run_1/congestion.png
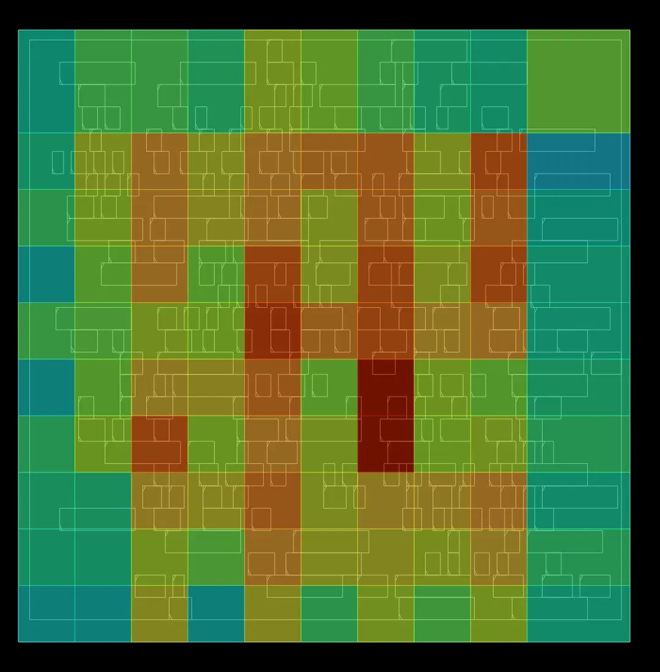
run_1/wires.png
Scale: 4 px per µm.
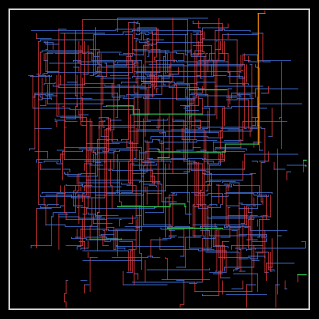
run_1/clk_routes.png
Scale: 4 px per µm.
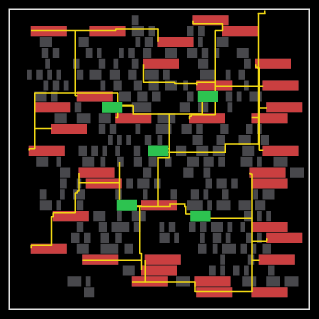
run_1/flops_by_reg.png
Scale: 6 px per µm. Other sequential cells in the stronger gray, the rest of the logic in the fainter gray.
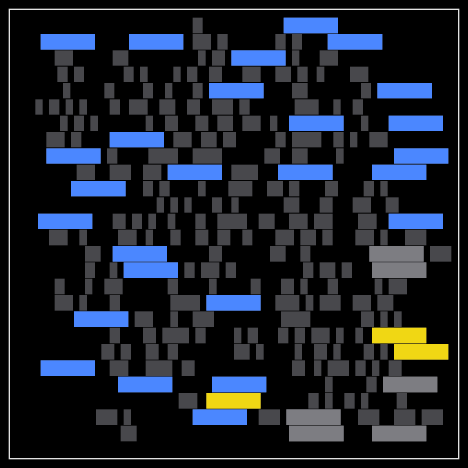
[config.mk]
export PLATFORM = sky130hd
export DESIGN_NAME = btn_evt
export DESIGN_NICKNAME = d
export VERILOG_FILES = /design/src/rtl/btn_evt.sv
export SDC_FILE = /design/constraint.sdc
export NUM_CORES = 1
export LEC_CHECK = 0
export CAP_MARGIN = 20
export CELL_PAD_IN_SITES_DETAIL_PLACEMENT = 1
export CELL_PAD_IN_SITES_GLOBAL_PLACEMENT = 2
export CORE_UTILIZATION = 38
export DETAILED_ROUTE_END_ITERATION = 10
export MAX_ROUTING_LAYER = met4
export PLACE_DENSITY = 0.87
export SLEW_MARGIN = 15
export SYNTH_ARGS = -nofsm -noshare
export SYNTH_HDL_FRONTEND = slang
export SYNTH_SLANG_ARGS = --single-unit
[constraint.sdc]
create_clock -name clk -period 3.2 [get_ports clk]
set_input_delay 0.64 -clock clk [delete_from_list [all_inputs] [get_ports clk]]
set_output_delay 0.64 -clock clk [all_outputs]
set_load 0.02 [all_outputs]
[src/rtl/btn_evt.sv]
// btn_evt: turns a debounced button level into single-cycle event pulses.
// It reports press, release, click, double-click and long-press.
// One shared duration counter is used. It times the hold in the first press,
// and it times the double-click window after a short release.
module btn_evt #(
  parameter int unsigned CNT_W        = 26,
  parameter int unsigned LONG_CLKS    = 50_000_000,
  parameter int unsigned DBL_WIN_CLKS = 25_000_000
) (
  input  logic clk,
  input  logic rst,
  input  logic i_sig,
  output logic o_press,
  output logic o_release,
  output logic o_click,
  output logic o_dbl,
  output logic o_long
);

  // IDLE  : no sequence in progress
  // HELD  : first press is held; cnt counts the hold duration
  // WAIT  : short first press released; cnt counts the double-click window
  // HELD2 : second press is held; its duration does not matter
  // LONG  : long-press already reported; wait for the release quietly
  typedef enum logic [2:0] {
    IDLE,
    HELD,
    WAIT,
    HELD2,
    LONG
  } state_t;

  // Compare limits and the increment are sized to the counter.
  // All compares are then unsigned CNT_W-bit compares.
  localparam logic [CNT_W-1:0] LONG_LIM = CNT_W'(LONG_CLKS);
  localparam logic [CNT_W-1:0] DBL_LIM  = CNT_W'(DBL_WIN_CLKS);
  localparam logic [CNT_W-1:0] CNT_ONE  = CNT_W'(1);

  state_t           state;
  state_t           state_nxt;
  logic [CNT_W-1:0] cnt;
  logic [CNT_W-1:0] cnt_nxt;
  logic             prev;
  logic             rise;
  logic             fall;
  logic             long_nxt;
  logic             click_nxt;
  logic             dbl_nxt;

  // Edges are found against the level seen on the previous clock.
  // Reset clears prev. So a button that is held through reset is reported
  // as a fresh press on the first clock after reset is released.
  assign rise = i_sig & ~prev;
  assign fall = ~i_sig & prev;

  // Sequence decoding. This block picks the next state and counter value.
  // It also decides which event pulse, if any, is launched on this edge.
  always_comb begin
    state_nxt = state;
    cnt_nxt   = cnt;
    long_nxt  = 1'b0;
    click_nxt = 1'b0;
    dbl_nxt   = 1'b0;

    case (state)
      IDLE: begin
        if (rise) begin
          state_nxt = HELD;
          cnt_nxt   = CNT_ONE;
        end
      end

      HELD: begin
        if (i_sig) begin
          if (cnt == LONG_LIM) begin
            long_nxt  = 1'b1;
            state_nxt = LONG;
          end else begin
            cnt_nxt = cnt + CNT_ONE;
          end
        end else if (fall) begin
          state_nxt = WAIT;
          cnt_nxt   = CNT_ONE;
        end
      end

      WAIT: begin
        // A press on the last clock of the window still counts as a
        // second press. So rise is checked before the timeout.
        if (rise) begin
          state_nxt = HELD2;
        end else if (cnt == DBL_LIM) begin
          click_nxt = 1'b1;
          state_nxt = IDLE;
          cnt_nxt   = '0;
        end else begin
          cnt_nxt = cnt + CNT_ONE;
        end
      end

      HELD2: begin
        if (fall) begin
          dbl_nxt   = 1'b1;
          state_nxt = IDLE;
          cnt_nxt   = '0;
        end
      end

      LONG: begin
        if (fall) begin
          state_nxt = IDLE;
          cnt_nxt   = '0;
        end
      end

      default: begin
        state_nxt = IDLE;
        cnt_nxt   = '0;
      end
    endcase
  end

  // State, duration counter and previous-level register.
  always_ff @(posedge clk or posedge rst) begin
    if (rst) begin
      state <= IDLE;
      cnt   <= '0;
      prev  <= 1'b0;
    end else begin
      state <= state_nxt;
      cnt   <= cnt_nxt;
      prev  <= i_sig;
    end
  end

  // Registered event pulses. Each one is high for exactly one clock.
  always_ff @(posedge clk or posedge rst) begin
    if (rst) begin
      o_press   <= 1'b0;
      o_release <= 1'b0;
      o_click   <= 1'b0;
      o_dbl     <= 1'b0;
      o_long    <= 1'b0;
    end else begin
      o_press   <= rise;
      o_release <= fall;
      o_click   <= click_nxt;
      o_dbl     <= dbl_nxt;
      o_long    <= long_nxt;
    end
  end

endmodule

==> flow_summary.ini, run 1 <==
; synthesis and place-and-route metrics
[final_layout]
regMostFlops = cnt
num-nonclk-inverters = 11
drive_gt1_frac = 0.0805
post-route-util = 0.439
sh_comb_area = 0.464
nNonClkBuffers = 12
layout_top_cell = dfrtp_1
top_regs = cnt (26), state (3)
comb_area_mm2 = 0.00104
instances_no_fill = 306
nFillCells = 621
finalNetCount = 241
seq_area_um2 = 876
lay_top_cells = 35 x dfrtp_1, 21 x nand2_1, 20 x nor2_1
buffer_area_frac = 0.0480

[logic_synthesis]
ys_seq_share = 0.437
ys_top_cells_by_count = 35 x dfrtp_1, 21 x nand2_1, 20 x nor2_1
synth_top_area_share = 0.437
topCellsByArea = dfrtp_1 44%, a22o_1 6.1%, o21ai_0 4.5%, nand2_1 3.9%, nor2_1 3.7%
synth.logic.top_family = simple AND/OR/NAND/NOR gates
ys_sh_xor = 0.0131
ys_sh_simple = 0.271
async_reset_ff_frac = 1.00
ys_chip_area_mm2 = 0.00201
muxShareOfSynthArea = 0.00499
syn_nets = 230
edf_count = 0
ys_sh_adder = 0.0175
yosysWarnings = 0
synth_area_leader_cell = dfrtp_1
synth_top_cell_by_count = dfrtp_1
synth_cell_types = 47
synthesis.area_mm2 = 0.00201
avgSynthCellArea_um2 = 8.91

[floorplan]
chip_area_mm2 = 0.00557
fp-utilization = 0.393
die_h_um = 74.7
nWellTaps = 70
pin_count = 8
rows = 26

[critical_path]
slowest_stage = nor4_2
crit_chain = inv_1 -> ha_1 -> or4b_1 -> nor4_2 -> o32a_2 -> o21ai_0 -> a22o_1
critPathLaunchType = flop
cp_num_cells = 7
crit_type = reg -> reg
rr_endpoint = cnt[21]
end_kind = flop
endpoint = cnt[21]
rr_startpoint = cnt[0]
cpPeakStageDelay_ns = 0.59
r2r_slack_ns = 0.43

[min_path]
holdPathStages = 1
worstHoldStart = cnt[19]
min_to = cnt[19]

[cts]
postCtsHoldBufs = 0
path_clk_slew_ns = 0.07
cts_resized = 0
cts_tree = yes
cts.sinks = 35
h-tree-depth = 2
cts_setup_buffers = 0
clockRootBuffer = clkbuf_8
cts_buffers = 5

[power_and_ir_drop]
p_per_area_mw_per_mm2 = 530
top_power_group = sequential cells
swShare = 0.363
powerClk_mw = 0.329
pg_seq_mw = 0.514
pg_comb_mw = 0.345
p_switching_mw = 0.432
clockPowerShare = 0.277

[final_timing]
holdWs_ns = 0.582
setup_viol = 0
fin_skew_ns = 0.00490
finalHoldViolCount = 0
tightest_slew_ns = 0.604
fin_ws_ns = 0.430
clock.fmax_ghz = 0.361
slew_headroom = 0.594
fin_tns_setup_ns = 0
slew_viol_final = 0

[routing]
wl_met2_mm = 2.44
drc = 0
routed-wl-met3_um = 117
drt_iter0_markers = 119
met1Wirelength_mm = 2.64
vias_per_cell = 5.76
drtPass1Iterations = 4
drt-wirelength-per-cell_um = 17.1
postRouteAntennaNets = 0

[grt]
busiest_layer = met2
grt_max_degree = 36
grt_pass1_wl_mm = 8.88
grt-ovfl-total = 0
antenna_found_initial = 0

[place]
gp_congestion = 0.790
pre_cts_ws_ns = 0.360

[run_status]
status = finished, final reports clean

[job]
warnings = 27
Back to the opening pictures, congestion.png:
gr usage total: 0.219
GR Util met3: 0.0442
met2 usage: 0.338
M1 GR Usage: 0.296

Back to the opening pictures, wires.png:
layer	color	wire length
metal 2	red	2440 µm
metal 3	green	117 µm
metal 4	orange	32.6 µm
metal 1	blue	2640 µm

Back to the opening pictures, clk_routes.png:
[clock drivers] green | count: 5
[clock wires] yellow | length: 524 µm
[flip-flops] red | count: 35
flops lie	all over the die

Back to the opening pictures, flops_by_reg.png:
name in the netlist	color	sequential cells
`cnt`	blue	26
`state`	yellow	3

## Run 2: what changed since run 1
--- a/config.mk
+++ b/config.mk
@@ -11,7 +11,7 @@
 export CORE_UTILIZATION = 38
 export DETAILED_ROUTE_END_ITERATION = 10
 export MAX_ROUTING_LAYER = met4
-export PLACE_DENSITY = 0.87
+export PLACE_DENSITY_LB_ADDON = 0.1
 export SLEW_MARGIN = 15
 export SYNTH_ARGS = -nofsm -noshare
 export SYNTH_HDL_FRONTEND = slang
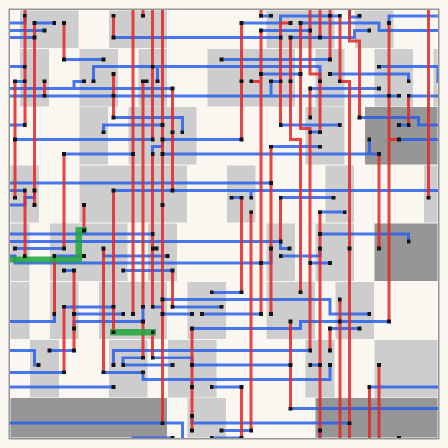
run_2/detail.png
Region (46, 9) to (66, 29) µm. Cells in gray, sequential cells in the stronger gray; small squares are vias.
layer	color
metal 2	red
metal 1	blue
metal 3	green
most frequent	inv_1 (4), nand2_1 (4), nor3_1 (4)
netlist names of flops here include	`o_dbl` (1), `state` (1)
cells with their middle in the window	34
sequential cells in the window	2

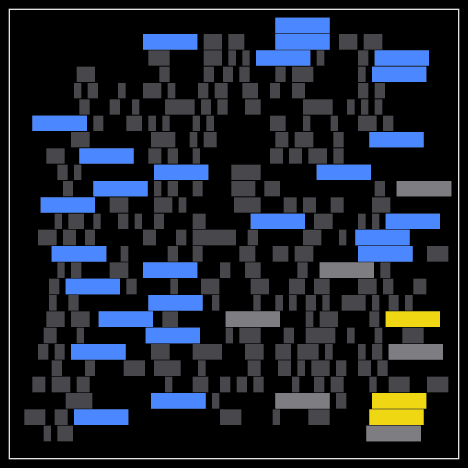
run_2/flops_by_reg.png
Scale: 6 px per µm. Other sequential cells in the stronger gray, the rest of the logic in the fainter gray.
name in the netlist	color	sequential cells
`cnt`	blue	26
`state`	yellow	3

==> flow_summary.ini, run 2 <==
; synthesis and place-and-route metrics
[run_status]
status = finished, final reports clean

[final_layout]
top_regs = cnt (26), state (3)
regMostFlops = cnt
layout_top_cell = dfrtp_1
nFillCells = 613
nNonClkBuffers = 11
finalNetCount = 240
instances_no_fill = 306
drive_gt1_frac = 0.0720
num-multi-input-gates = 171
sh_comb_area = 0.465
lay_top_cells = 35 x dfrtp_1, 21 x nand2_1, 20 x nor2_1
buffer_area_frac = 0.0503
num-nonclk-inverters = 11

[cts]
clockRootBuffer = clkbuf_8
cts_buffers = 5
path_clk_slew_ns = 0.07
postCtsHoldBufs = 0
h-tree-depth = 2
cts_setup_buffers = 0
cts_tree = yes

[routing]
drc = 0
met1Wirelength_mm = 2.80
drtPass1Iterations = 4
drt_iter0_markers = 101
postRouteAntennaNets = 0
vias_per_cell = 5.88
wl_met2_mm = 2.58
routed-wl-met3_um = 120

[final_timing]
finalHoldViolCount = 0
fin_skew_ns = 0.00619
slew_headroom = 0.579
fin_ws_ns = 0.346
setup_viol = 0
holdWs_ns = 0.570
slew_viol_final = 0
tightest_slew_ns = 0.626

[power_and_ir_drop]
p_per_area_mw_per_mm2 = 529
p_switching_mw = 0.438
clockPowerShare = 0.266
pg_seq_mw = 0.517
powerClk_mw = 0.315
swShare = 0.370
top_power_group = sequential cells
pg_comb_mw = 0.352

[min_path]
min_to = cnt[19]
holdPathStages = 1
worstHoldStart = cnt[19]

[logic_synthesis]
synth_top_cell_by_count = dfrtp_1
synth.logic.top_family = simple AND/OR/NAND/NOR gates
ys_seq_share = 0.437
synth_top_area_share = 0.437
ys_chip_area_mm2 = 0.00201
ys_sh_simple = 0.271
ys_sh_adder = 0.0175
async_reset_ff_frac = 1.00
edf_count = 0
yosysWarnings = 0
muxShareOfSynthArea = 0.00499
ys_top_cells_by_count = 35 x dfrtp_1, 21 x nand2_1, 20 x nor2_1
synth_cell_types = 47
ys_sh_xor = 0.0131
topCellsByArea = dfrtp_1 44%, a22o_1 6.1%, o21ai_0 4.5%, nand2_1 3.9%, nor2_1 3.7%

[critical_path]
cpPeakStageDelay_ns = 0.61
endpoint = cnt[12]
rr_startpoint = cnt[0]
slowest_stage = nor4_2
critPathLaunchType = flop
end_kind = flop
worst-path-buf-inv = 1
crit_chain = inv_1 -> ha_1 -> or4b_1 -> nor4_2 -> a2111oi_0 -> a211oi_1 -> nor2b_1
r2r_slack_ns = 0.35

[grt]
grt_max_degree = 36
grt_util_met1 = 0.328
grt-ovfl-total = 0
track_usage = 0.235
busiest_layer = met2
use_met2 = 0.348

[place]
pre_cts_ws_ns = 0.237

[floorplan]
nWellTaps = 70
fp-utilization = 0.393
chip_area_mm2 = 0.00557
die_h_um = 74.7
rows = 26

[job]
warnings = 27
